--- src/rtl/s10000001_pattern_tx.sv ---
// ----------------------------------------------------------------------------
// s10000001_pattern_tx
//
// Serial pattern transmitter for the 1-0...0-1 framed line protocol. A burst
// is requested with start/reps. Each frame is a leading 1, ZEROS zeros and a
// trailing 1. Consecutive frames of a burst are separated by GAP idle zeros.
// The receiving end is the 1-0...0-1 sequence detector.
//
// Parameters
//   ZEROS : zero bits between the leading and trailing 1 (1 .. 2**CW)
//   CW    : width of the zero-run counter (2**CW >= ZEROS)
//   GAP   : idle zero bits between frames of one burst (0 .. 15)
//
// Ports
//   clk        in   clock, rising edge
//   rst        in   asynchronous, active-high reset
//   start      in   burst request, sampled only in IDLE
//   reps[3:0]  in   frames per burst, latched when start is accepted
//   abort      in   synchronous cancel of a burst in progress
//   J          out  serial pattern line
//   busy       out  high while a burst is in progress
//   frame_done out  one-cycle pulse in the TAIL cycle of every frame
//   done       out  one-cycle pulse in the cycle after the last TAIL
//
// All outputs are decoded from the state register only, so no input has a
// combinational path to any output.
// ----------------------------------------------------------------------------
module s10000001_pattern_tx #(
   parameter int ZEROS = 6,
   parameter int CW    = 3,
   parameter int GAP   = 1
) (
   input  logic       clk,
   input  logic       rst,
   input  logic       start,
   input  logic [3:0] reps,
   input  logic       abort,
   output logic       J,
   output logic       busy,
   output logic       frame_done,
   output logic       done
);

   localparam logic [2:0] S_IDLE = 3'd0;
   localparam logic [2:0] S_LEAD = 3'd1;
   localparam logic [2:0] S_ZERO = 3'd2;
   localparam logic [2:0] S_TAIL = 3'd3;
   localparam logic [2:0] S_GAP  = 3'd4;
   localparam logic [2:0] S_FIN  = 3'd5;

   // Counters run down to 0 inclusive, so they are loaded with length-1.
   localparam logic [CW-1:0] ZERO_LOAD = CW'(ZEROS - 1);
   localparam int            GAP_M1    = (GAP > 0) ? GAP - 1 : 0;
   localparam logic [3:0]    GAP_LOAD  = 4'(GAP_M1);

   logic [2:0]    state;
   logic [3:0]    rep_cnt;
   logic [CW-1:0] zero_cnt;
   logic [3:0]    gap_cnt;

   // Moore outputs. An illegal encoding matches none of these terms, so it
   // reads all zeros for the single cycle before it recovers to IDLE.
   assign J          = (state == S_LEAD) || (state == S_TAIL);
   assign busy       = (state == S_LEAD) || (state == S_ZERO) ||
                       (state == S_TAIL) || (state == S_GAP);
   assign frame_done = (state == S_TAIL);
   assign done       = (state == S_FIN);

   // NOTE: all state and counters update with non-blocking assignments so
   // every register samples pre-edge values regardless of statement order.
   // NOTE: the counters are reset too, so a burst after reset never sees
   // stale counts even though each counter is reloaded on state entry.
   always_ff @(posedge clk or posedge rst) begin
      if (rst) begin
         state    <= S_IDLE;
         rep_cnt  <= '0;
         zero_cnt <= '0;
         gap_cnt  <= '0;
      end else if (abort && busy) begin
         // Cancel wins over every other transition; no done pulse follows.
         state <= S_IDLE;
      end else begin
         case (state)
            S_IDLE: begin
               // reps=0 is a null request and leaves the block idle.
               if (start && (reps != 4'd0)) begin
                  rep_cnt <= reps;
                  state   <= S_LEAD;
               end
            end
            S_LEAD: begin
               zero_cnt <= ZERO_LOAD;
               state    <= S_ZERO;
            end
            S_ZERO: begin
               if (zero_cnt == '0) begin
                  state <= S_TAIL;
               end else begin
                  zero_cnt <= zero_cnt - 1'b1;
               end
            end
            S_TAIL: begin
               if (rep_cnt != 4'd0) begin
                  rep_cnt <= rep_cnt - 4'd1;
               end
               // rep_cnt still holds the pre-decrement count here, so 1
               // means this was the last frame.
               if (rep_cnt <= 4'd1) begin
                  state <= S_FIN;
               end else if (GAP == 0) begin
                  state <= S_LEAD;
               end else begin
                  gap_cnt <= GAP_LOAD;
                  state   <= S_GAP;
               end
            end
            S_GAP: begin
               if (gap_cnt == 4'd0) begin
                  state <= S_LEAD;
               end else begin
                  gap_cnt <= gap_cnt - 4'd1;
               end
            end
            S_FIN: begin
               // A start seen here is dropped; the next one is taken in IDLE.
               state <= S_IDLE;
            end
            default: begin
               state <= S_IDLE;
            end
         endcase
      end
   end

endmodule
--- config.mk ---
export PLATFORM = sky130hd
export DESIGN_NAME = s10000001_pattern_tx
export DESIGN_NICKNAME = d
export VERILOG_FILES = /design/src/rtl/s10000001_pattern_tx.sv
export SDC_FILE = /design/constraint.sdc
export NUM_CORES = 1
export LEC_CHECK = 0
export CORE_MARGIN = 2
export CORE_UTILIZATION = 54
export CTS_CLUSTER_DIAMETER = 120
export CTS_CLUSTER_SIZE = 8
export DETAILED_ROUTE_END_ITERATION = 7
export PLACE_DENSITY = 0.78
export SLEW_MARGIN = 0
export SYNTH_ARGS = -nofsm -noshare
export SYNTH_HDL_FRONTEND = slang
export SYNTH_SLANG_ARGS = --single-unit
export TNS_END_PERCENT = 5
--- constraint.sdc ---
create_clock -name clk -period 2.5 [get_ports clk]
set_clock_uncertainty 0.2 [all_clocks]
set_input_delay 0.75 -clock clk [delete_from_list [all_inputs] [get_ports clk]]
set_output_delay 0.75 -clock clk [all_outputs]
set_load 0.005 [all_outputs]
Fig. 1: run 1, routing congestion map
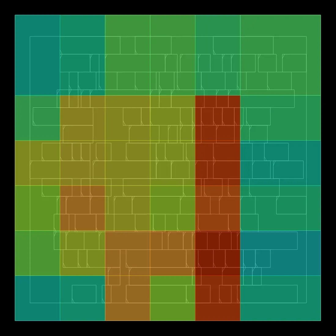
final core occ: 70.7%
GR Util met1: 29.5%
gr usage total: 21.9%
wire length per cell: 13.7 um
M3 GR Usage: 3.46%

Fig. 2: run 1, register map, names as in the netlist
Scale bar: 10 um. Other sequential cells in the stronger gray, the rest of the logic in the fainter gray.
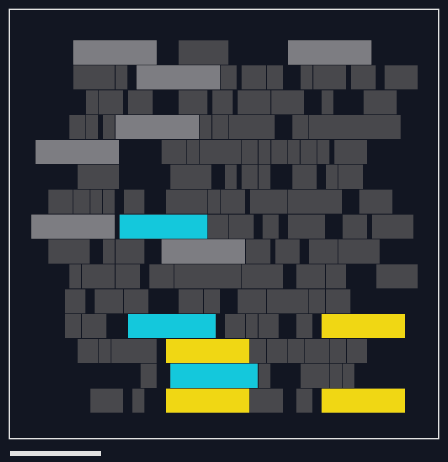
Key: cyan = state [placed flops 3]; yellow = gap_cnt [placed flops 4]
Another 7 sequential cells are not colored.

Fig. 3: run 1, nets reached from selected ports
Scale bar: 10 um.
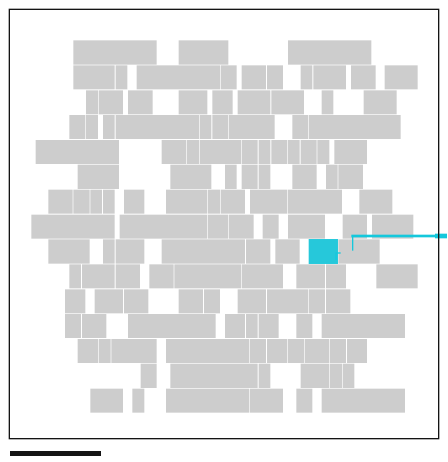
Key: cyan = busy [bits 1, direction output, end cells 1, buffers 1, wire 11.6 um]

==> impl_metrics.tcl, run 1 <==
# yosys + openroad results
set metrics [dict create \
    synthMuxAreaShare_pct 2.53 \
    clockBufferCount 3 \
    tns_ns 0 \
    crit_slowest_cell "clkdlybuf4s50_1" \
    drt_iter0_drc 18 \
    taps 25 \
    sh_comb_area_pct 47.5 \
    fp_util_pct 57.3 \
    hold_violations 0 \
    fa_ha_area_share_pct 8.60 \
    cts_buffer_depth 2 \
    setup_violations 0 \
    coreArea_um2 1730 \
    synth_nets 120 \
    cts_hold_repair.buffers 0 \
    syn_inst 106 \
    r2r-start "rep_cnt[0]$_DFFE_PP0P_" \
    cp-endpoint "rep_cnt[1]$_DFFE_PP0P_" \
    regArea_um2 354 \
    p_clk_share_pct 10.0 \
    worstPathRequired_ns 2.46 \
    grt_pass1_vias 761 \
    io_pins 12 \
    status "finished clean" \
    pwr_density_cell_nw_per_um2 1000 \
    vdd_drop_max_mv 0.605 \
    arrival_ns 2.23 \
    grt_pass1_wl_um 3320 \
    maxCapViolCount 0 \
    rsz0062_at_grt "false" \
    synth.most_common_cell "dfrtp_1" \
    internal_power_uw 732 \
    flop_cell "dfrtp_1" \
    top_area_cell "dfrtp_1" \
    final_area_um2 1220 \
    placedCellCount 144 \
]
[run 1: routing by layer]
layer / wire length (um) / part of all wire [%] / global-route usage, %
met5: 0 / 0 / 0
met4: 48 / 2.3 / 10.0
met3: 57 / 2.8 / 3.46
met2: 988 / 48 / 34.8
met1: 966 / 47 / 29.5
[run 1: flip-flops by register name, summed over array words and instances, names as in the netlist]
signal	count
state	3
gap_cnt	4
rep_cnt	4
zero_cnt	3
[run 1: worst reg2reg max path, stage by stage, from the launching register on]
cell     delay [ns]
dfrtp_1        0.40
inv_1          0.09
ha_1           0.19
nor3b_1        0.15
o32ai_2        0.35
nor2b_4        0.25
mux2_4         0.31
==> run 2: changes to the inputs <==
--- a/config.mk
+++ b/config.mk
@@ -6,10 +6,14 @@
 export NUM_CORES = 1
 export LEC_CHECK = 0
+export CAP_MARGIN = 15
+export CELL_PAD_IN_SITES_DETAIL_PLACEMENT = 0
+export CELL_PAD_IN_SITES_GLOBAL_PLACEMENT = 2
+export CORE_ASPECT_RATIO = 0.6
 export CORE_MARGIN = 2
-export CORE_UTILIZATION = 54
+export CORE_UTILIZATION = 34
 export CTS_CLUSTER_DIAMETER = 120
 export CTS_CLUSTER_SIZE = 8
 export DETAILED_ROUTE_END_ITERATION = 7
-export PLACE_DENSITY = 0.78
+export PLACE_DENSITY_LB_ADDON = 0.1
 export SLEW_MARGIN = 0
 export SYNTH_ARGS = -nofsm -noshare
==> constraint.sdc (replaced) <==
create_clock -name clk -period 2.5 [get_ports clk]
set_clock_uncertainty 0.2 [all_clocks]
set_input_delay 0.25 -clock clk [delete_from_list [all_inputs] [get_ports clk]]
set_output_delay 0.25 -clock clk [all_outputs]
set_load 0.005 [all_outputs]
Fig. 4: run 2, register map, names as in the netlist
Scale bar: 20 um. Other sequential cells in the stronger gray, the rest of the logic in the fainter gray.
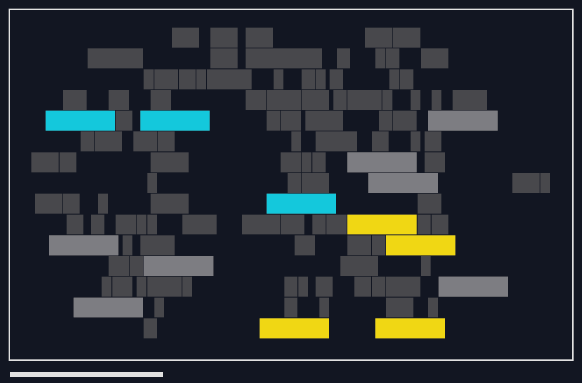
Key: yellow = gap_cnt [placed flops 4]; cyan = state [placed flops 3]
Another 7 sequential cells are not colored.

Fig. 5: run 2, M1 wires
Scale bar: 20 um. Supply wires on this layer in gray. Cells faint in the background.
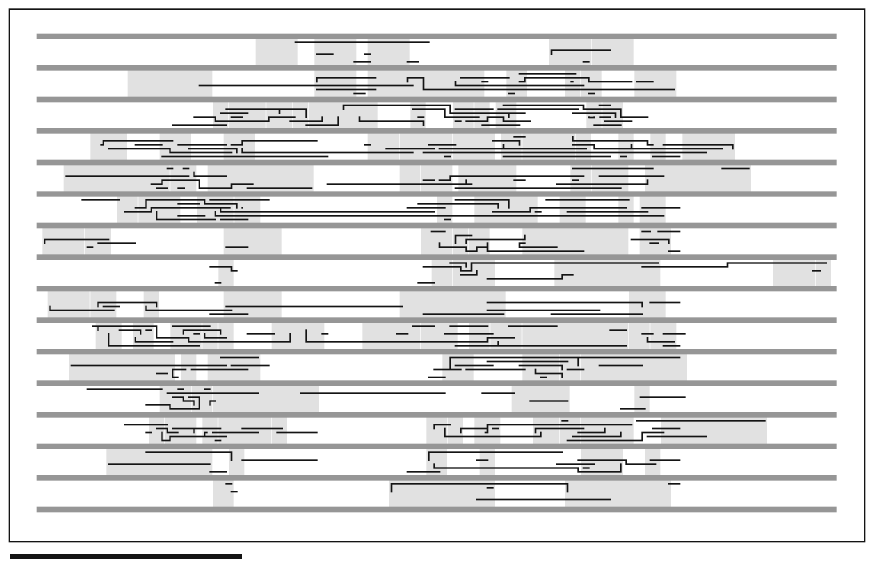
The layer carries 1220 um of wire. 119 nets have wire on it. The wires run mostly horizontal. The layer holds 57% of the routed length.

==> impl_metrics.tcl, run 2 <==
# yosys + openroad results
set metrics [dict create \
    cts_buffer_depth 2 \
    worstPathRequired_ns 2.05 \
    grtUsageTotal_pct 15.1 \
    arrival_ns 1.75 \
    wl_per_cell_um 13.9 \
    crit_slowest_cell "dfrtp_1" \
    regArea_um2 350 \
    vdd_drop_max_mv 0.436 \
    clockBufferCount 4 \
    flop_cell "dfrtp_1" \
    placedCellCount 149 \
    fp_util_pct 35.2 \
    final_area_um2 1180 \
    hold_violations 0 \
    p_clk_share_pct 17.9 \
    synth_nets 120 \
    maxCapViolCount 0 \
    synth.most_common_cell "dfrtp_1" \
    grt_pass1_wl_um 3590 \
    synthMuxAreaShare_pct 2.53 \
    reg_top3 "gap_cnt (4), rep_cnt (4)" \
    setup_violations 0 \
    top_area_cell "dfrtp_1" \
    taps 34 \
    status "finished clean" \
    fa_ha_area_share_pct 8.60 \
    cts_hold_repair.buffers 0 \
    pwr_density_cell_nw_per_um2 1060 \
    sh_comb_area_pct 47.9 \
]
run 2: cell counts after synthesis:
No cell type changed its count.
run 2: how the worst max path moves through the flow:
stage | startpoint | endpoint
2_1_floorplan | rep_cnt[0]$_DFFE_PP0P_ | rep_cnt[1]$_DFFE_PP0P_
3_3_place_gp | reps[0] | rep_cnt[1]$_DFFE_PP0P_
3_5_place_dp | reps[0] | rep_cnt[1]$_DFFE_PP0P_
4_1_cts | state[0]$_DFFE_PP0P_ | frame_done
5_1_grt | state[0]$_DFFE_PP0P_ | frame_done
6_report | state[0]$_DFFE_PP0P_ | frame_done
run 2: metal layers:
metal / track usage (%) / up-vias / wire length (um)
li1: - / 391 / -
met1: 23.3 / 344 / 1220
met2: 18.6 / 10 / 804
met3: 5.31 / 2 / 78
met4: 5.45 / 0 / 19
met5: 0 / - / 0
==> run 3: changes to the inputs <==
Settings changed: CTS_CLUSTER_SIZE 8 to 30, HOLD_SLACK_MARGIN from default to 0.05.
Fig. 6: run 3, wiring by layer
Only two layers are drawn.
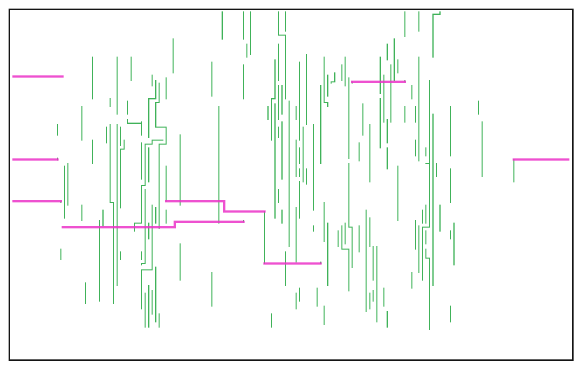
Key: green = metal 2 [wire length 805 um]; magenta = metal 3 [wire length 78.4 um]

Fig. 7: run 3, register map, names as in the netlist
Scale bar: 20 um. Other sequential cells in the stronger gray, the rest of the logic in the fainter gray.
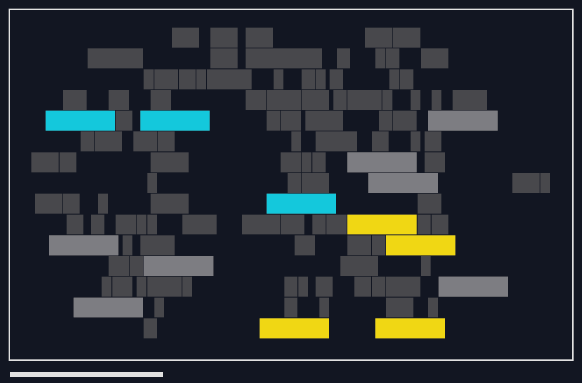
Key: yellow = gap_cnt [placed flops 4]; cyan = state [placed flops 3]
Another 7 sequential cells are not colored.

==> impl_metrics.tcl, run 3 <==
# yosys + openroad results
set metrics [dict create \
    worstPathRequired_ns 2.05 \
    cts_buffer_depth 2 \
    buffers 13 \
    grt_use_met2_pct 18.6 \
    p_clk_share_pct 17.9 \
    synthMuxAreaShare_pct 2.53 \
    status "finished clean" \
    reg_top3 "gap_cnt (4), rep_cnt (4)" \
    fp_util_pct 35.2 \
    netSwitchingPower_uw 489 \
    dr_wl_met2_um 804 \
    regArea_um2 350 \
    num_rows 15 \
    arrival_ns 1.75 \
    crit_slowest_cell "dfrtp_1" \
    met1_usage_pct 23.3 \
    clockBufferCount 4 \
    ff2ff_path_depth 6 \
    p_leak_uw 0.000532 \
    fa_ha_area_share_pct 8.60 \
    route.met3.wl_um 78 \
    sh_comb_area_pct 47.9 \
    gr-usage-met3_pct 5.31 \
    fp.dieW_um 73.7 \
    crit_start "state[0]$_DFFE_PP0P_" \
    wl_met1_um 1220 \
    netlist_area_um2 990 \
    flop_cell "dfrtp_1" \
    r2r_setup_slack_ns 0.40 \
    synth_nets 120 \
    cts_hold_repair.buffers 0 \
    overflow 0 \
    top_area_cell "dfrtp_1" \
    synth.most_common_cell "dfrtp_1" \
    pwr_density_cell_nw_per_um2 1060 \
    vdd_drop_max_mv 0.436 \
    grt_pass1_wl_um 3590 \
    cp-endpoint "frame_done" \
    num-fill-cells 285 \
    maxCapViolCount 0 \
    ys_seq_share_pct 35.4 \
    taps 34 \
    grtUsageTotal_pct 15.1 \
    wl_per_cell_um 13.9 \
    placedCellCount 149 \
    whs_ns 0.153 \
    synth.cellmix.simpleShare_pct 22.5 \
    final_area_um2 1180 \
    post-cts-setup-buffers 0 \
]
run 3: cell counts after synthesis:
No cell type changed its count.
run 3: worst min path at each step:
stage,depth (start not counted),startpoint,to
2_1_floorplan,1,rst,gap_cnt[0]$_DFFE_PP0P_
3_3_place_gp,1,zero_cnt[2]$_DFFE_PP0P_,zero_cnt[2]$_DFFE_PP0P_
3_5_place_dp,1,zero_cnt[2]$_DFFE_PP0P_,zero_cnt[2]$_DFFE_PP0P_
4_1_cts,2,rst,rep_cnt[0]$_DFFE_PP0P_
5_1_grt,2,rst,state[0]$_DFFE_PP0P_
6_report,2,rst,rep_cnt[0]$_DFFE_PP0P_
